### config.mk
export PLATFORM = sky130hd
export DESIGN_NAME = pd_dw_nr_rd_arb
export DESIGN_NICKNAME = d
export VERILOG_FILES = /design/src/rtl/pd_dw_nr_rd_arb.sv
export SDC_FILE = /design/constraint.sdc
export NUM_CORES = 1
export LEC_CHECK = 0
export CORE_ASPECT_RATIO = 1.1
export CORE_MARGIN = 3
export CORE_UTILIZATION = 57
export DETAILED_ROUTE_END_ITERATION = 10
export HOLD_SLACK_MARGIN = 0.08
export MAX_ROUTING_LAYER = met4
export PLACE_DENSITY = 0.94
export SYNTH_ARGS = -nofsm -noshare
export SYNTH_HDL_FRONTEND = slang
export SYNTH_SLANG_ARGS = --single-unit
### constraint.sdc
create_clock -name sys_clk -period 5.3 [get_ports sys_clk]
set_clock_uncertainty 0.2 [all_clocks]
set_input_delay 1.06 -clock sys_clk [delete_from_list [all_inputs] [get_ports sys_clk]]
set_output_delay 1.06 -clock sys_clk [all_outputs]
set_load 0.02 [all_outputs]
### src/rtl/pd_dw_nr_rd_arb.sv
// PD result RAM read arbiter: streams the full RAM after each frame
// and interleaves single-word CPU reads on the same read port.
module pd_dw_nr_rd_arb #(
  parameter int ADDR_W     = 11,
  parameter int DATA_W     = 48,
  parameter int SYMB_NUM   = 280,
  parameter int RAM_LAT    = 2,
  parameter int FIFO_DEPTH = 4
) (
  input  logic              sys_clk,
  input  logic              sys_rst,
  input  logic              i_dump_en,
  input  logic              i_frame_done,
  input  logic              i_cpu_req,
  input  logic [ADDR_W-1:0] i_cpu_addr,
  output logic              o_cpu_ack,
  output logic [DATA_W-1:0] o_cpu_rdata,
  output logic              o_ram_re,
  output logic [ADDR_W-1:0] o_ram_addr,
  input  logic [DATA_W-1:0] i_ram_rdata,
  output logic              o_dump_valid,
  input  logic              i_dump_ready,
  output logic [DATA_W-1:0] o_dump_data,
  output logic              o_dump_sop,
  output logic              o_dump_eop,
  output logic              o_busy,
  output logic              o_ovf
);

  localparam int DUMP_N = SYMB_NUM * 4;
  localparam logic [ADDR_W-1:0] LAST = ADDR_W'(DUMP_N - 1);
  localparam int PW = (FIFO_DEPTH > 1) ? $clog2(FIFO_DEPTH) : 1;
  localparam int CW = $clog2(FIFO_DEPTH + 1);

  typedef enum logic [1:0] {IDLE, DUMP, DRAIN} state_t;

  state_t state, state_nxt;
  logic [ADDR_W-1:0] rd_cnt;
  logic [RAM_LAT-1:0] tag_v, tag_cpu, tag_sop, tag_eop;
  logic last_cpu;
  logic [DATA_W+1:0] fifo_mem [FIFO_DEPTH];
  logic [PW-1:0] wr_ptr, rd_ptr;
  logic [CW-1:0] fcnt;
  logic cpu_pend, dump_elig, cpu_gnt, dump_gnt;
  logic push, pop, ret_cpu;
  logic [DATA_W+1:0] head;
  int used;

  assign o_busy       = (state != IDLE);
  assign o_dump_valid = (fcnt != '0);
  assign head         = o_dump_valid ? fifo_mem[rd_ptr] : '0;
  assign o_dump_eop   = head[DATA_W+1];
  assign o_dump_sop   = head[DATA_W];
  assign o_dump_data  = head[DATA_W-1:0];
  assign push    = tag_v[RAM_LAT-1] && !tag_cpu[RAM_LAT-1];
  assign ret_cpu = tag_v[RAM_LAT-1] && tag_cpu[RAM_LAT-1];
  assign pop     = o_dump_valid && i_dump_ready;

  // Credits: dump reads in flight plus buffered words bound FIFO use
  always_comb begin
    used = int'(fcnt);
    for (int i = 0; i < RAM_LAT; i++)
      if (tag_v[i] && !tag_cpu[i]) used = used + 1;
    cpu_pend  = i_cpu_req && !(|(tag_v & tag_cpu)) && !o_cpu_ack;
    dump_elig = (state == DUMP) && (used < FIFO_DEPTH);
    cpu_gnt   = cpu_pend && !(last_cpu && dump_elig);
    dump_gnt  = dump_elig && !cpu_gnt;
    o_ram_re  = cpu_gnt || dump_gnt;
    o_ram_addr = '0;
    if (cpu_gnt)       o_ram_addr = i_cpu_addr;
    else if (dump_gnt) o_ram_addr = rd_cnt;
  end

  always_comb begin
    state_nxt = state;
    unique case (state)
      IDLE:  if (i_frame_done && i_dump_en) state_nxt = DUMP;
      DUMP:  if (dump_gnt && rd_cnt == LAST) state_nxt = DRAIN;
      DRAIN: if (pop && o_dump_eop) state_nxt = IDLE;
      default: state_nxt = IDLE;
    endcase
  end

  always_ff @(posedge sys_clk or posedge sys_rst) begin
    if (sys_rst) begin
      state    <= IDLE;
      rd_cnt   <= '0;
      last_cpu <= 1'b0;
      tag_v    <= '0;
      tag_cpu  <= '0;
      tag_sop  <= '0;
      tag_eop  <= '0;
      o_ovf    <= 1'b0;
    end else begin
      state    <= state_nxt;
      last_cpu <= cpu_gnt;
      o_ovf    <= i_frame_done && i_dump_en && o_busy;
      if (state == IDLE && state_nxt == DUMP) rd_cnt <= '0;
      else if (dump_gnt && rd_cnt != LAST) rd_cnt <= rd_cnt + ADDR_W'(1);
      for (int i = RAM_LAT - 1; i > 0; i--) begin
        tag_v[i]   <= tag_v[i-1];
        tag_cpu[i] <= tag_cpu[i-1];
        tag_sop[i] <= tag_sop[i-1];
        tag_eop[i] <= tag_eop[i-1];
      end
      tag_v[0]   <= o_ram_re;
      tag_cpu[0] <= cpu_gnt;
      tag_sop[0] <= dump_gnt && (rd_cnt == '0);
      tag_eop[0] <= dump_gnt && (rd_cnt == LAST);
    end
  end

  always_ff @(posedge sys_clk or posedge sys_rst) begin
    if (sys_rst) begin
      o_cpu_ack   <= 1'b0;
      o_cpu_rdata <= '0;
    end else begin
      o_cpu_ack <= ret_cpu;
      if (ret_cpu) o_cpu_rdata <= i_ram_rdata;
    end
  end

  always_ff @(posedge sys_clk or posedge sys_rst) begin
    if (sys_rst) begin
      wr_ptr <= '0;
      rd_ptr <= '0;
      fcnt   <= '0;
    end else begin
      if (push) begin
        fifo_mem[wr_ptr] <= {tag_eop[RAM_LAT-1], tag_sop[RAM_LAT-1], i_ram_rdata};
        wr_ptr <= (wr_ptr == PW'(FIFO_DEPTH - 1)) ? '0 : wr_ptr + PW'(1);
      end
      if (pop)
        rd_ptr <= (rd_ptr == PW'(FIFO_DEPTH - 1)) ? '0 : rd_ptr + PW'(1);
      if (push && !pop)      fcnt <= fcnt + CW'(1);
      else if (pop && !push) fcnt <= fcnt - CW'(1);
    end
  end

endmodule

==> run_1/ff_map.png <==
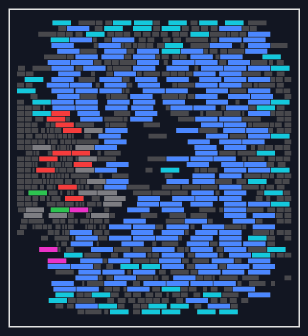
signal	colour	sequential cells
`o_cpu_rdata`	cyan	48
`rd_cnt`	red	11
`fifo_mem`	blue	200
`tag_cpu`	green	2
`fcnt`	magenta	3
not coloured	14
storage element area: 0.007963 sq mm
final core utilization: 74.48%
Seq group: 3.21 mW

==> run_1/clock_nets.png <==
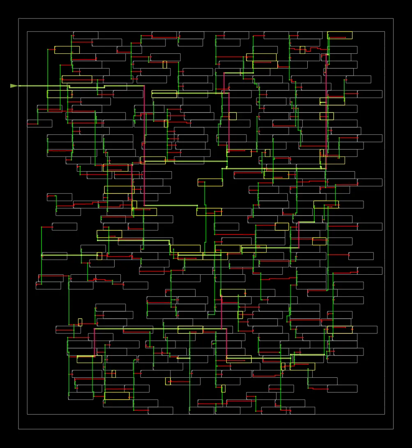
# clk buffers: 33
CTS buffer count: 26
clock group power: 1.93 mW
Flops: 278
# clock sinks: 278

==> run_1/closeup.png <==
Region (10, 89) to (60, 139) um. Cells in grey, sequential cells in the stronger grey; small squares are vias.
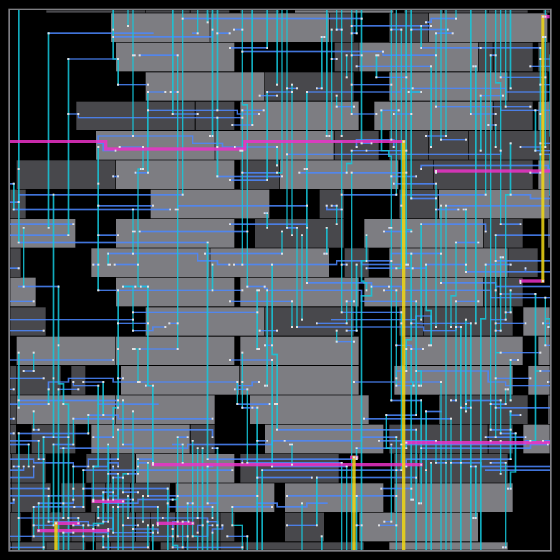
layer	colour
M1	blue
M4	yellow
M2	cyan
M3	magenta
netlist names of flops here include	`fifo_mem` (33), `o_cpu_rdata` (4), `rd_cnt` (4)
cells with their middle in the window	99
sequential cells in the window	42
most frequent	edfxtp_1 (33), clkdlybuf4s50_1 (14), dfrtp_1 (9)

==> run_1/gates.png <==
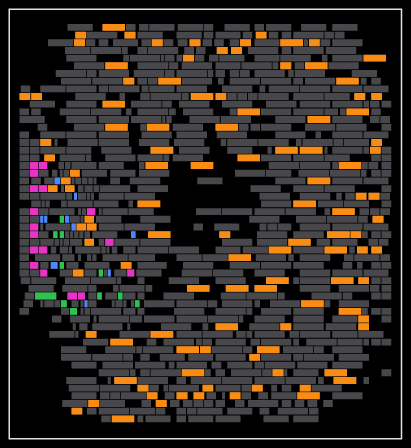
family	colour	cells
nor cells	blue	10
mux cells	orange	108
non-inverting ao/oa cells	magenta	17
aoi and oai cells	green	11
Commonest Layout Cell: edfxtp_1
Post-Layout Cell Count: 1032
logic share of the area: 20.61%

==> out/metrics.csv, run 1 <==
stage,metric,value,unit
pwr,final total power,8.566,mW
layout,biggest regs,"fifo_mem (200), o_cpu_rdata (48), rd_cnt (11)",
global_routing,largest net degree at the start of global routing,75,
critical_path,Crit. End Element,primary output,
global_routing,GRT busiest layer,met2,
route,DR DRC count,0,
pwr,P_comb,3.43,mW
synthesis,Post-synth top flop,edfxtp_1,
pwr,share of power burned in registers,37.4,%
pwr,Pleak,5.026,nW
timing,Period minus WS final,4.678,ns
route,met2 routed WL,12870,um
synthesis,Post-Synthesis Cells,585,
timing,Tightest Pin Transition,1.079,ns
layout,Reg with most FFs,fifo_mem,
pwr,Top Consumer,combinational cells,
layout,P&R area growth vs syn,26.44,%
layout,Top class by area,sequential cells,
layout,NumNets Final,845,
synthesis,"Chip Area, Yosys",0.01100,sq mm
timing,Slew headroom,28.05,%
cts,Worst-path clk slew,0.06,ns
die,Die H,151.7,um
route,DRT Wirelength,23210,um
cts,CTS tree,yes,
run,maxcap violations,0,
synthesis,post-synthesis sequential area ratio,72.35,%
timing,final period utilization,88.26,%
critical_path,CP Depth,8,
synthesis,"Cell Area, Synth",0.01100,sq mm
critical_path,"Req. time, crit path",4.04,ns
cts,clk buf depth,3,
critical_path,"Cell Chain, Critical Path",inv_1 > ha_1 > and4bb_2 > a31oi_1 > o211a_2 > and2_1 > a22o_1 > clkdlybuf4s50_1,
synthesis,Flops after synth,278,
layout,max FFs per register,200,
run,tally of OpenROAD warnings,31,
placement,placed cell area,0.01301,sq mm
layout,fraction of area in clock buffers and inverters,6.478,%
global_routing,met2 Track Usage GR,40.65,%
route,met1 WL,8722,um
die,Pre-Place Util,58.91,%
synthesis,"area share, top type",54.60,%
pwr,Pwr Density,615.9,mW/mm^2
route,max layer used,met4,
synthesis,multiplexer share of the synthesized area,16.08,%
die,die width,138.5,um
global_routing,grt ovf,0,
placement,RePlAce Congestion,0.8518,
critical_path,kind of critical path,flop to primary output,
timing,post-route setup slack,0.6221,ns
synthesis,cell taking the most area after synthesis,edfxtp_1,
worst_hold_path,Hold Path Class,flop to flop,
route,met3 WL,1184,um
pwr,Comb power frac,40.1,%
layout,Non-Clock Buffer Count,184,
critical_path,CP startpoint,fcnt[0],
global_routing,first-pass GRT wire length,36280,um
die,Well Taps,243,
synthesis,"XOR Share, Synth",0.2389,%
synthesis,Mapped Nets,661,
cts,H-tree depth,1,
cts,clock root cell,clkbuf_16,
pwr,sw frac,32.87,%
cts,Late-Pin Clk Latency,0.51,ns
synthesis,Unique cell types,42,
synthesis,Synth Area in Adders,1.320,%
layout,NonClk Buf Share,13.14,%
timing,RSZ-0062 raised after global routing,no,
critical_path,"CP delay by family, top",AND-OR/OR-AND gates,
pwr,Clk network pwr share,22.5,%
timing,setup TNS,0,ns
synthesis,Post-synth top cells,"200 x edfxtp_1, 78 x dfrtp_1, 52 x and2_1",
layout,mi-comb count,267,
die,total die area,0.02100,sq mm
synthesis,Top cells by area,"edfxtp_1 55%, dfrtp_1 18%, mux4_2 10%",
layout,Comb area,0.002867,sq mm
synthesis,asr flop ratio synth,28.06,%
layout,inverters,12,
global_routing,gr usage total,22.79,%
pwr,P_int,5.750,mW
global_routing,vias in the first global route,6586,
run_status,status,completed,
pwr,Sw Pwr,2.815,mW
synthesis,cells in synth_stat.txt,585,
timing,fmax,0.2138,GHz
critical_path,Worst Path Buf+Inv,2,
global_routing,met1 Use GR,27.70,%
placement,pre-CTS WS,0.6864,ns
cts,hold_buf cts,0,
critical_path,Critical Path Source Type,flop,
critical_path,flop2flop setup slack,2.07,ns
die,Core Region,0.01867,sq mm
layout,most frequent cells in the layout,"200 x edfxtp_1, 178 x clkdlybuf4s50_1, 76 x dfrtp_1, 52 x and2_1",
route,Starting DRT DRC Count,444,
placement,I/O Buffers,178,
synthesis,warnings from Yosys,0,
layout,share of cells above drive strength 1,20.79,%
synthesis,yosys simple share,6.336,%
route,First-pass DRT Iterations,5,
critical_path,Reg2Reg Launch Point,fcnt[0],
timing,Fin Hold WS,0.1545,ns
route,vias per cell,5.791,
route,routed len/inst,22.49,um
layout,Fillers,977,
worst_hold_path,Worst Hold Path EP,tag_sop[1],
global_routing,met3 Usage GRT,3.327,%
placement,DP HPWL,14250,um
==> inputs of run 2 (changes only) <==
Settings changed: CORE_MARGIN 3 to 8.
==> run_2/floorplan.png <==
Pins as bars on the die edge.
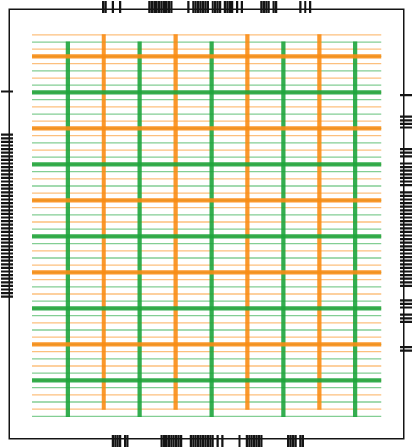
net	colour
VSS	green
VDD	orange
met5 straps	10
met4 straps	9
rows	53
signal pins	179
die width: 148.5 um
Core Region: 0.01903 sq mm

==> out/metrics.csv, run 2 <==
stage,metric,value,unit
run_status,status,completed,
route,routed len/inst,22.62,um
global_routing,largest net degree at the start of global routing,78,
cts,CTS tree,yes,
synthesis,top-count cell post-synth,edfxtp_1,
timing,final period utilization,88.78,%
synthesis,Post-synth top cells,"200 x edfxtp_1, 78 x dfrtp_1, 52 x and2_1",
route,Starting DRT DRC Count,340,
pwr,Top Consumer,combinational cells,
critical_path,"CP delay by family, top",AND-OR/OR-AND gates,
critical_path,CP startpoint,fcnt[0],
timing,RSZ-0062 raised after global routing,no,
timing,Fin Hold WS,0.1615,ns
cts,CTS buffer count,26,
layout,Flops,278,
pwr,final total power,8.573,mW
layout,share of cells above drive strength 1,20.28,%
worst_hold_path,Worst Hold Path EP,tag_sop[1],
pwr,P_comb,3.45,mW
placement,placed cell area,0.01301,sq mm
timing,Slew headroom,30.42,%
synthesis,"XOR Share, Synth",0.2389,%
timing,Period minus WS final,4.705,ns
critical_path,Worst Path Buf+Inv,2,
route,met2 routed WL,12430,um
route,met1 WL,8944,um
synthesis,Synth Area in Adders,1.320,%
pwr,Sw Pwr,2.818,mW
synthesis,Post-synth top flop,edfxtp_1,
placement,I/O Buffers,178,
die,Pre-Place Util,57.79,%
worst_hold_path,Hold Path Stages,0,
synthesis,Mapped Nets,661,
global_routing,met1 Use GR,23.68,%
layout,Reg with most FFs,fifo_mem,
critical_path,kind of critical path,flop to primary output,
pwr,Max IR drop VDD,466.4,uV
synthesis,Post-Synthesis Cells,585,
layout,Commonest Layout Cell,edfxtp_1,
layout,Non-Clock Buffer Count,184,
layout,Fillers,1066,
die,total die area,0.02400,sq mm
critical_path,Worst Setup EP,o_ram_addr[9],
layout,mi-comb count,267,
synthesis,"Cell Area, Synth",0.01100,sq mm
global_routing,initial antenna violation count,1,
pwr,Pwr Density,616.3,mW/mm^2
worst_hold_path,Hold Path Class,flop to flop,
cts,clk buf depth,3,
synthesis,asr flop ratio synth,28.06,%
route,max layer used,met4,
global_routing,grt ovf,0,
synthesis,"Chip Area, Yosys",0.01100,sq mm
layout,Comb area,0.002867,sq mm
critical_path,RR Endpoint,fcnt[1],
pwr,Seq group,3.20,mW
cts,# clock sinks,278,
layout,max FFs per register,200,
layout,NumNets Final,845,
die,row count,53,
critical_path,Worst EP arrival,3.45,ns
synthesis,post-synthesis sequential area ratio,72.35,%
layout,Seq area share,57.24,%
layout,fraction of area in clock buffers and inverters,6.449,%
cts,Post-CTS Setup Inserts,0,
critical_path,Critical Path Source Type,flop,
layout,Post-Layout Cell Count,1037,
global_routing,first-pass GRT wire length,36250,um
placement,RePlAce Congestion,0.8575,
cts,hold_buf cts,0,
global_routing,met3 Usage GRT,3.840,%
synthesis,yosys simple share,6.336,%
run,maxcap violations,0,
cts,CTS resizes,0,
pwr,Pleak,5.013,nW
timing,final hold vios,0,
route,met3 WL,1654,um
timing,post-route setup slack,0.5945,ns
critical_path,Critical Path Slowest Stage Cell,clkdlybuf4s50_1,
layout,P&R area growth vs syn,26.47,%
synthesis,cells in synth_stat.txt,585,
synthesis,Top cells by area,"edfxtp_1 55%, dfrtp_1 18%, mux4_2 10%",
critical_path,"Cell Chain, Critical Path",inv_1 > ha_1 > and4bb_2 > a31oi_1 > o211a_2 > and2_1 > a22o_1 > clkdlybuf4s50_1,
timing,Tightest Pin Transition,1.044,ns
critical_path,flop2flop setup slack,2.19,ns
worst_hold_path,Hold Crit Start,tag_sop[0],
placement,pre-CTS WS,0.6777,ns
route,via count,5956,
timing,setup TNS,0,ns
synthesis,"area share, top type",54.60,%
run,tally of OpenROAD warnings,32,
synthesis,multiplexer share of the synthesized area,16.08,%
die,Well Taps,247,
pwr,sw frac,32.87,%
pwr,Comb power frac,40.2,%
synthesis,Unique cell types,42,
placement,DP HPWL,14900,um
layout,most frequent cells in the layout,"200 x edfxtp_1, 178 x clkdlybuf4s50_1, 76 x dfrtp_1, 52 x and2_1",
critical_path,Crit. End Element,primary output,
synthesis,cell taking the most area after synthesis,edfxtp_1,
global_routing,gr usage total,19.98,%
pwr,share of power burned in registers,37.4,%
pwr,Clk network pwr share,22.4,%
placement,placed cell count,988,
layout,NonClk Buf Share,13.13,%
critical_path,"Req. time, crit path",4.04,ns
layout,biggest regs,"fifo_mem (200), o_cpu_rdata (48), rd_cnt (11)",
route,vias per cell,5.743,
global_routing,vias in the first global route,6538,
layout,# clk buffers,32,
pwr,P_int,5.755,mW
synthesis,Flops after synth,278,
route,DR DRC count,0,
timing,fmax,0.2125,GHz
layout,Final Cell Area,0.01391,sq mm
layout,Top class by area,sequential cells,
cts,Worst-path clk slew,0.06,ns
layout,final core utilization,73.09,%
critical_path,CP Depth,8,
synthesis,warnings from Yosys,0,
route,First-pass DRT Iterations,4,
layout,inverters,12,
critical_path,Reg2Reg Launch Point,fcnt[0],
global_routing,GRT busiest layer,met2,
route,DRT Wirelength,23460,um
critical_path,CP peak stage delay,0.61,ns
critical_path,largest fanout on the critical path,13,
cts,clock root cell,clkbuf_16,
global_routing,met2 Track Usage GR,34.82,%
layout,logic share of the area,20.61,%
cts,H-tree depth,1,
layout,storage element area,0.007963,sq mm
==> run_2/clock_nets.png <==
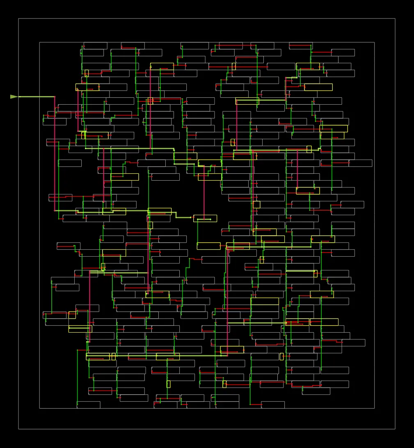
Late-Pin Clk Latency: 0.51 ns
clock group power: 1.92 mW

==> inputs of run 3 (changes only) <==
Settings changed: CORE_UTILIZATION 57 to 48, PLACE_DENSITY 0.94 to 0.86.
Clock period 5.3 ns to 4.3 ns, I/O delays scaled along.
==> run_3/ff_map.png <==
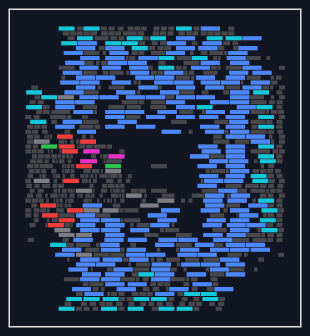
Seq area share: 56.43%
storage element area: 0.007964 sq mm

==> out/metrics.csv, run 3 <==
stage,metric,value,unit
run_status,status,completed,
cts,Late-Pin Clk Latency,0.51,ns
synthesis,Flops after synth,278,
synthesis,"Cell Area, Synth",0.01100,sq mm
global_routing,GRT busiest layer,met2,
synthesis,Post-synth top flop,edfxtp_1,
synthesis,yosys simple share,6.336,%
critical_path,flop2flop setup slack,1.67,ns
layout,Post-Layout Cell Count,1101,
layout,mi-comb count,267,
critical_path,"Req. time, crit path",3.24,ns
timing,RSZ-0062 raised after global routing,no,
synthesis,cells in synth_stat.txt,585,
synthesis,cell taking the most area after synthesis,edfxtp_1,
layout,Non-Clock Buffer Count,195,
run,maxcap violations,0,
die,die width,160.3,um
timing,Slew headroom,41.12,%
pwr,P_comb,4.46,mW
worst_hold_path,Hold Path Stages,0,
global_routing,met1 Use GR,20.22,%
cts,hold_buf cts,0,
run,tally of OpenROAD warnings,31,
synthesis,top-count cell post-synth,edfxtp_1,
layout,most frequent cells in the layout,"200 x edfxtp_1, 178 x clkdlybuf4s50_1, 75 x dfrtp_1, 51 x and2_1",
timing,post-route setup slack,0.2155,ns
critical_path,Critical Path Source Type,primary input,
pwr,Sw Pwr,3.465,mW
layout,NumNets Final,857,
synthesis,Mapped Nets,661,
critical_path,Worst EP arrival,3.02,ns
layout,NonClk Buf Share,13.80,%
critical_path,Worst Setup EP,o_ram_addr[5],
layout,biggest regs,"fifo_mem (200), o_cpu_rdata (48), rd_cnt (11)",
global_routing,initial antenna violation count,1,
synthesis,Post-synth top cells,"200 x edfxtp_1, 78 x dfrtp_1, 52 x and2_1",
placement,placed cell area,0.01320,sq mm
timing,final hold vios,0,
critical_path,Worst Path Buf+Inv,3,
pwr,Seq group,3.77,mW
synthesis,"area share, top type",54.60,%
layout,Comb area,0.002869,sq mm
pwr,Clk network pwr share,22.3,%
die,Die H,174.8,um
worst_hold_path,Worst Hold Path EP,tag_sop[1],
die,Pre-Place Util,48.42,%
timing,Period minus WS final,4.085,ns
layout,# clk buffers,35,
synthesis,Post-Synthesis Cells,585,
cts,Post-CTS Setup Inserts,0,
cts,clock root cell,clkbuf_16,
placement,RePlAce Congestion,0.8600,
cts,clk buf depth,3,
route,First-pass DRT Iterations,4,
cts,Worst-path clk slew,0.06,ns
layout,Reg with most FFs,fifo_mem,
global_routing,gr usage total,16.88,%
layout,Final Cell Area,0.01411,sq mm
worst_hold_path,Hold Crit Start,tag_sop[0],
route,Starting DRT DRC Count,259,
pwr,sw frac,32.73,%
die,total die area,0.02802,sq mm
critical_path,CP peak stage delay,0.62,ns
timing,fmax,0.2448,GHz
layout,P&R area growth vs syn,28.30,%
synthesis,multiplexer share of the synthesized area,16.08,%
placement,I/O Buffers,178,
timing,# setup viols final,0,
pwr,Pwr Density,750.3,mW/mm^2
placement,pre-CTS WS,0.2118,ns
pwr,share of power burned in registers,35.6,%
pwr,Top Consumer,combinational cells,
pwr,final total power,10.59,mW
timing,Tightest Pin Transition,0.8832,ns
layout,Top class by area,sequential cells,
route,met3 WL,1360,um
cts,CTS resizes,1,
route,routed len/inst,21.00,um
synthesis,asr flop ratio synth,28.06,%
placement,DP HPWL,15020,um
synthesis,Unique cell types,42,
global_routing,grt ovf,0,
timing,setup TNS,0,ns
route,met2 routed WL,12100,um
global_routing,met3 Usage GRT,3.742,%
critical_path,Crit. End Element,primary output,
layout,inverters,12,
critical_path,Critical Path Slowest Stage Cell,clkdlybuf4s50_1,
critical_path,"Cell Chain, Critical Path",clkdlybuf4s50_1 > or3b_2 > o31ai_4 > buf_4 > a22o_1 > clkdlybuf4s50_1,
layout,logic share of the area,20.33,%
worst_hold_path,Hold Path Class,flop to flop,
layout,Flops,278,
critical_path,CP startpoint,i_cpu_req,
synthesis,"Chip Area, Yosys",0.01100,sq mm
route,vias per cell,5.359,
pwr,Comb power frac,42.1,%
cts,H-tree depth,1,
layout,max FFs per register,200,
synthesis,warnings from Yosys,0,
route,DR DRC count,0,
route,max layer used,met4,
critical_path,RR Endpoint,fcnt[2],
layout,Commonest Layout Cell,edfxtp_1,
pwr,P_int,7.122,mW
layout,final core utilization,62.13,%
pwr,Pleak,5.101,nW
layout,Fillers,1619,
critical_path,kind of critical path,primary input to primary output,
global_routing,first-pass GRT wire length,36350,um
route,via count,5900,
synthesis,post-synthesis sequential area ratio,72.35,%
critical_path,CP Depth,6,
route,met1 WL,9352,um
synthesis,Synth Area in Adders,1.320,%
global_routing,met2 Track Usage GR,29.13,%
die,Well Taps,300,
global_routing,vias in the first global route,6373,
route,DRT Wirelength,23130,um
layout,share of cells above drive strength 1,22.85,%
global_routing,largest net degree at the start of global routing,43,
synthesis,"XOR Share, Synth",0.2389,%
placement,placed cell count,1052,
die,row count,58,
cts,CTS buffer count,27,
layout,fraction of area in clock buffers and inverters,6.437,%
timing,Fin Hold WS,0.1482,ns
==> run_3/floorplan.png <==
Pins as bars on the die edge.
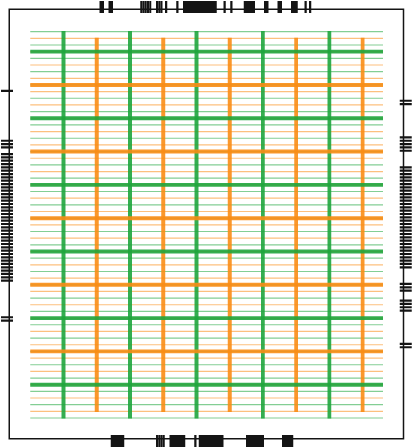
Core Region: 0.02271 sq mm
Max IR drop VDD: 391.2 uV

Power and IR drop assume default switching activity.
